--- src/rtl/icache_direct_pkg.sv ---
// Shared types for the direct-mapped instruction cache: address split, frame layout and FSM states.
// Used by icache_direct and icache_frames; the ICACHE_STATS_EN build needs nothing extra from here.
package icache_direct_pkg;

  localparam int ISETS_DEF = 16;
  localparam int IIDX_W    = $clog2(ISETS_DEF);
  localparam int ITAG_W    = 30 - IIDX_W;
  // Stored tag field is sized for the smallest legal cache (SETS=2) and zero-extended otherwise.
  localparam int FTAG_W    = 29;

  typedef struct packed {
    logic [ITAG_W-1:0] tag;
    logic [IIDX_W-1:0] idx;
    logic [1:0]        bytoff;
  } icachef_t;

  typedef struct packed {
    logic              valid;
    logic [FTAG_W-1:0] tag;
    logic [31:0]       data;
  } icache_frame_t;

  typedef enum logic {
    IDLE  = 1'b0,
    FETCH = 1'b1
  } icache_state_t;

  function automatic icache_frame_t make_frame(input logic [FTAG_W-1:0] tag,
                                               input logic [31:0] data);
    icache_frame_t f;
    f.valid = 1'b1;
    f.tag   = tag;
    f.data  = data;
    return f;
  endfunction

endpackage

--- src/rtl/icache_direct_frames.sv ---
// Frame storage for icache_direct: one combinational read port and one synchronous write port.
// Reset clears every frame, so no stale valid bit survives a reset taken mid-fill.
module icache_frames
  import icache_direct_pkg::*;
#(
  parameter int SETS = 16,
  localparam int IDX_W = $clog2(SETS)
) (
  input  logic          CLK,
  input  logic          RST,
  input  logic [IDX_W-1:0] idx,
  output icache_frame_t rframe,
  input  logic [IDX_W-1:0] widx,
  input  logic          wen,
  input  icache_frame_t frame
);

  icache_frame_t frames_r [SETS];

  assign rframe = frames_r[idx];

  // Frame array: async clear, single write per cycle.
  always_ff @(posedge CLK or posedge RST) begin
    if (RST) begin
      for (int i = 0; i < SETS; i++) begin
        frames_r[i] <= '0;
      end
    end else if (wen) begin
      frames_r[widx] <= frame;
    end
  end

endmodule

--- src/rtl/icache_direct.sv ---
// Direct-mapped read-only instruction cache: same-cycle hits, single-word fill on a miss.
// Define ICACHE_STATS_EN to add saturating hit_count/miss_count outputs.
module icache_direct
  import icache_direct_pkg::*;
#(
  parameter int SETS = 16
) (
  input  logic        CLK,
  input  logic        RST,
  input  logic        imemREN,
  input  logic [31:0] imemaddr,
  output logic        ihit,
  output logic [31:0] imemload,
  output logic        iREN,
  output logic [31:0] iaddr,
  input  logic        iwait,
  input  logic [31:0] iload
`ifdef ICACHE_STATS_EN
  ,
  output logic [31:0] hit_count,
  output logic [31:0] miss_count
`endif
);

  localparam int IDX_W = $clog2(SETS);

  icache_state_t     state_r, state_s;
  logic [29:0]       maddr_r, maddr_s;
  logic [IDX_W-1:0]  ridx_s;
  logic [FTAG_W-1:0] rtag_s;
  logic [IDX_W-1:0]  widx_s;
  logic [FTAG_W-1:0] wtag_s;
  icache_frame_t     rframe_s, wframe_s;
  logic              hit_s, wen_s;
  logic              unused_s;

  assign ridx_s   = imemaddr[IDX_W+1:2];
  assign rtag_s   = FTAG_W'(imemaddr[31:IDX_W+2]);
  assign widx_s   = maddr_r[IDX_W-1:0];
  assign wtag_s   = FTAG_W'(maddr_r[29:IDX_W]);
  assign wframe_s = make_frame(wtag_s, iload);
  assign hit_s    = imemREN & rframe_s.valid & (rframe_s.tag == rtag_s);
  assign unused_s = ^imemaddr[1:0];

  icache_frames #(.SETS(SETS)) u_frames (
    .CLK    (CLK),
    .RST    (RST),
    .idx    (ridx_s),
    .rframe (rframe_s),
    .widx   (widx_s),
    .wen    (wen_s),
    .frame  (wframe_s)
  );

  // State and latched miss address.
  always_ff @(posedge CLK or posedge RST) begin
    if (RST) begin
      state_r <= IDLE;
      maddr_r <= 30'h0;
    end else begin
      state_r <= state_s;
      maddr_r <= maddr_s;
    end
  end

  // Next state, fill strobe and fetch/memory outputs; FETCH always finishes its handshake.
  always_comb begin
    state_s  = state_r;
    maddr_s  = maddr_r;
    wen_s    = 1'b0;
    ihit     = 1'b0;
    imemload = 32'h0;
    iREN     = 1'b0;
    iaddr    = 32'h0;
    case (state_r)
      IDLE: begin
        ihit = hit_s;
        if (hit_s) begin
          imemload = rframe_s.data;
        end else begin
          imemload = 32'h0;
        end
        if (imemREN && !hit_s) begin
          state_s = FETCH;
          maddr_s = imemaddr[31:2];
        end else begin
          state_s = IDLE;
        end
      end
      FETCH: begin
        iREN  = 1'b1;
        iaddr = {maddr_r, 2'b00};
        if (!iwait) begin
          wen_s   = 1'b1;
          state_s = IDLE;
        end else begin
          state_s = FETCH;
        end
      end
      default: begin
        state_s = IDLE;
      end
    endcase
  end

`ifdef ICACHE_STATS_EN
  logic [31:0] hit_count_r, miss_count_r;

  assign hit_count  = hit_count_r;
  assign miss_count = miss_count_r;

  // Saturating access statistics; a miss is counted on entry to FETCH.
  always_ff @(posedge CLK or posedge RST) begin
    if (RST) begin
      hit_count_r  <= 32'h0;
      miss_count_r <= 32'h0;
    end else begin
      if (ihit && (hit_count_r != 32'hFFFF_FFFF)) begin
        hit_count_r <= hit_count_r + 32'd1;
      end
      if ((state_r == IDLE) && (state_s == FETCH) && (miss_count_r != 32'hFFFF_FFFF)) begin
        miss_count_r <= miss_count_r + 32'd1;
      end
    end
  end
`endif

endmodule

--- config.mk ---
export PLATFORM = sky130hd
export DESIGN_NAME = icache_direct
export DESIGN_NICKNAME = d
export VERILOG_FILES = /design/src/rtl/icache_direct_pkg.sv /design/src/rtl/icache_direct_frames.sv /design/src/rtl/icache_direct.sv
export SDC_FILE = /design/constraint.sdc
export NUM_CORES = 2
export LEC_CHECK = 0
export CORE_MARGIN = 2
export CORE_UTILIZATION = 62
export CTS_CLUSTER_SIZE = 8
export DETAILED_ROUTE_END_ITERATION = 16
export PLACE_DENSITY = 0.77
export SLEW_MARGIN = 20
export SYNTH_ARGS = -nofsm -noshare
export SYNTH_HDL_FRONTEND = slang
export SYNTH_HIERARCHICAL = 1
export SYNTH_SLANG_ARGS = --single-unit
export TNS_END_PERCENT = 100
--- constraint.sdc ---
create_clock -name CLK -period 38.1 [get_ports CLK]
set_input_delay 3.81 -clock CLK [delete_from_list [all_inputs] [get_ports CLK]]
set_output_delay 3.81 -clock CLK [all_outputs]
set_load 0.03 [all_outputs]
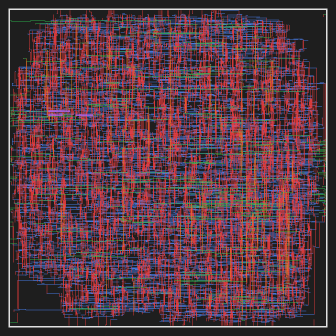
(images/wires.png)
- metal 2: red (wire length 54.8 mm)
- metal 4: orange (wire length 2,480 um)
- metal 3: green (wire length 6,030 um)
- metal 1: blue (wire length 47.8 mm)
- metal 5: purple (wire length 42.3 um)

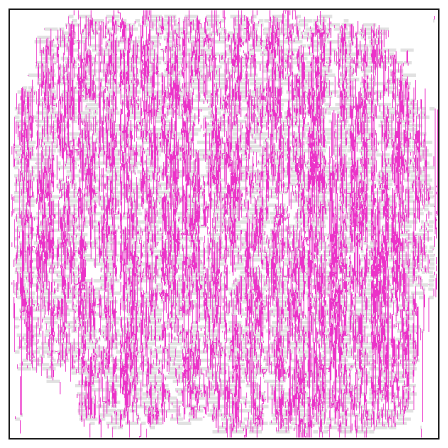
(images/layer_met2.png)
- main direction: vertical
- wire length on this layer: 54.8 mm
- longest straight run: 108 um
- share of all routed wire: 49%
- nets with wire on the layer: 2,886

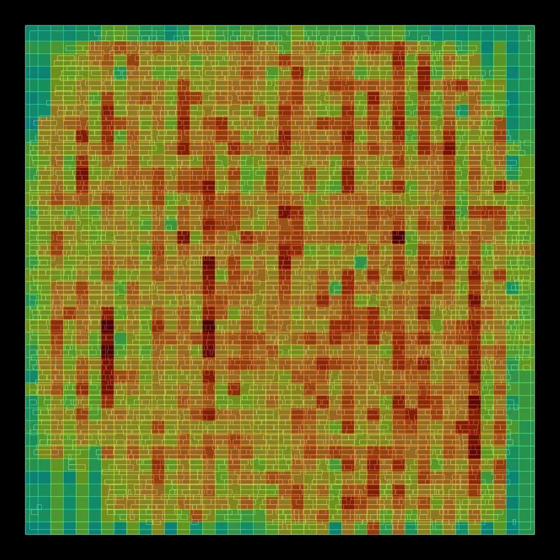
(images/congestion.png)
most crowded layer after global routing: met2
GRT Util Overall: 29.83%
GR met1 Demand/Resource: 42.05%
core occupancy in the finished layout: 70.27%

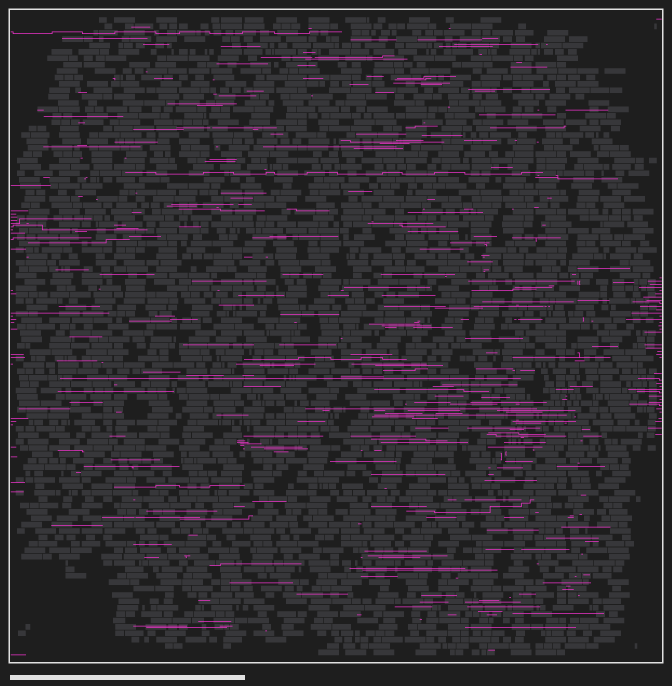
(images/layer_met3.png)
Scale bar: 100 um.
- share of all routed wire: 5.4%
- longest straight run: 196 um
- nets with wire on the layer: 173
- main direction: horizontal
- wire length on this layer: 6,030 um

==> notes.md <==
Implementation results

The run finished with clean final reports. The predominant post-synthesis flop cell is sky130_fd_sc_hd__dfrtp_1. For this run the detailed placement stage logged an HPWL of 59,580 um. The startpoint identified for the worst hold timing path is u_frames/frames_r[191]$_DFFE_PP0P_.

The count of antenna diodes in the layout is 0. The synthesis warning total is 6. The layout overhead on the synthesized area is 12.53%. The register bit count reported by yosys is 1,023.

The CTS tree is yes. The maximum cell stage delay along the critical path is 920 ps. The switching fraction of total power is 26.01%. The row count is ~100.

For reference, the clock transition at the flip-flops on the worst setup and hold paths is about 50 ps. The maximum operating frequency is between 0.07 and 0.08 GHz. Looking at the reg2reg group, the worst path ends at u_frames/frames_r[760]$_DFFE_PP0P_. The global placement routability congestion is 0.7839. Per report_power, the Combinational row totals around 0.9 mW. The OpenROAD report gives the critical path a data arrival time of 9810 ps. The synthesized instance count is approximately 2,900. The cell with the most instances on the worst path is sky130_fd_sc_hd__buf_4.

The fraction of power consumed by the clock network is 29.5%. The final non-filler cell total is 3,954. The worst max-slew margin expressed relative to the limit is between 20% and 30%. The register area share after synthesis is 55.16%. The final hold violation count recorded for this run is 0. The cell chosen for the clock root is sky130_fd_sc_hd__clkbuf_16.

Combinational logic is responsible for 23.3% of the overall power. The leftover overflow at the end of global routing is 0. The slowest cell on the critical path is sky130_fd_sc_hd__buf_4. The vertical die dimension is ~280 um. In the post-synthesis netlist, the biggest area contributors are sky130_fd_sc_hd__dfrtp_1 (55%), sky130_fd_sc_hd__mux2_2 (22%), sky130_fd_sc_hd__mux4_2 (12%), sky130_fd_sc_hd__mux2_4 (2.9%), sky130_fd_sc_hd__a22oi_1 (2.0%). The launching instance or port of the critical path is imemaddr[2]. In this run, flip-flops and latches consume 47.2% of the power. The category of the worst setup path launch point is an input pin. Ranking logic cells in the layout by count gives the top entries sky130_fd_sc_hd__dfrtp_1 (1,023), sky130_fd_sc_hd__mux2_2 (922), sky130_fd_sc_hd__mux4_2 (248), sky130_fd_sc_hd__clkbuf_16 (152), sky130_fd_sc_hd__clkdlybuf4s50_1 (127). The total I/O pin count is 134. The minimum clock period is roughly 14,000 ps. The via count of the first global-routing pass came to 28,910.

The power per cell area is approximately 73 nW/um^2. Pins over their slew limit in the final report were tallied at 0. The flow reports power dissipated in sequential cells as around 1.8 mW.

Looking at the group totals, the largest power group turns out to be registers. The number of DRC violations after detailed routing is 0.
-- cells in the mapped netlist (2+ instances only) --
cell type	count
sky130_fd_sc_hd__nor3_2	3
sky130_fd_sc_hd__dfrtp_1	1023
sky130_fd_sc_hd__mux2_2	922
sky130_fd_sc_hd__nor2_1	10
sky130_fd_sc_hd__mux2_1	11
sky130_fd_sc_hd__and4b_1	2
sky130_fd_sc_hd__nand4_1	5
sky130_fd_sc_hd__mux4_2	248
sky130_fd_sc_hd__and2_1	63
sky130_fd_sc_hd__clkbuf_1	120
sky130_fd_sc_hd__nand3_1	3
sky130_fd_sc_hd__buf_8	6
sky130_fd_sc_hd__nand2_1	65
sky130_fd_sc_hd__buf_6	3
sky130_fd_sc_hd__buf_2	120
sky130_fd_sc_hd__nand2b_1	5
sky130_fd_sc_hd__mux2_4	89
sky130_fd_sc_hd__nand3b_1	2
sky130_fd_sc_hd__inv_1	3
sky130_fd_sc_hd__xnor2_1	18
sky130_fd_sc_hd__conb_1	2
sky130_fd_sc_hd__a22oi_1	124
sky130_fd_sc_hd__buf_1	6
sky130_fd_sc_hd__nor3b_1	2
sky130_fd_sc_hd__buf_4	4
sky130_fd_sc_hd__nor4_1	3
sky130_fd_sc_hd__xor2_1	8
sky130_fd_sc_hd__nor2b_1	3
-- cell type report --
cell class	count	area [sq um]
inverters	3	18.77
multi-input cells	1625	19820
clock inverters	4	42.54
flip-flops and latches	1023	25600
well taps	969	1212
clock buffers	153	3807
fillers	4766	22090
repair buffers	177	1725
-- flip-flops by register name (all words and copies together), names as in the netlist --
register / flops
u_frames/frames_r: 992
state_r: 1
maddr_r: 30
-- routing by layer --
layer	share of wire [%]	GRT usage, %	wire [um]
met4	2.2	8.663	2475
met2	49	48.35	54800
met1	43	42.05	47750
met3	5.4	5.289	6029
met5	0.038	0	42
No activity file was given, so power comes from the tool's default toggle rates.
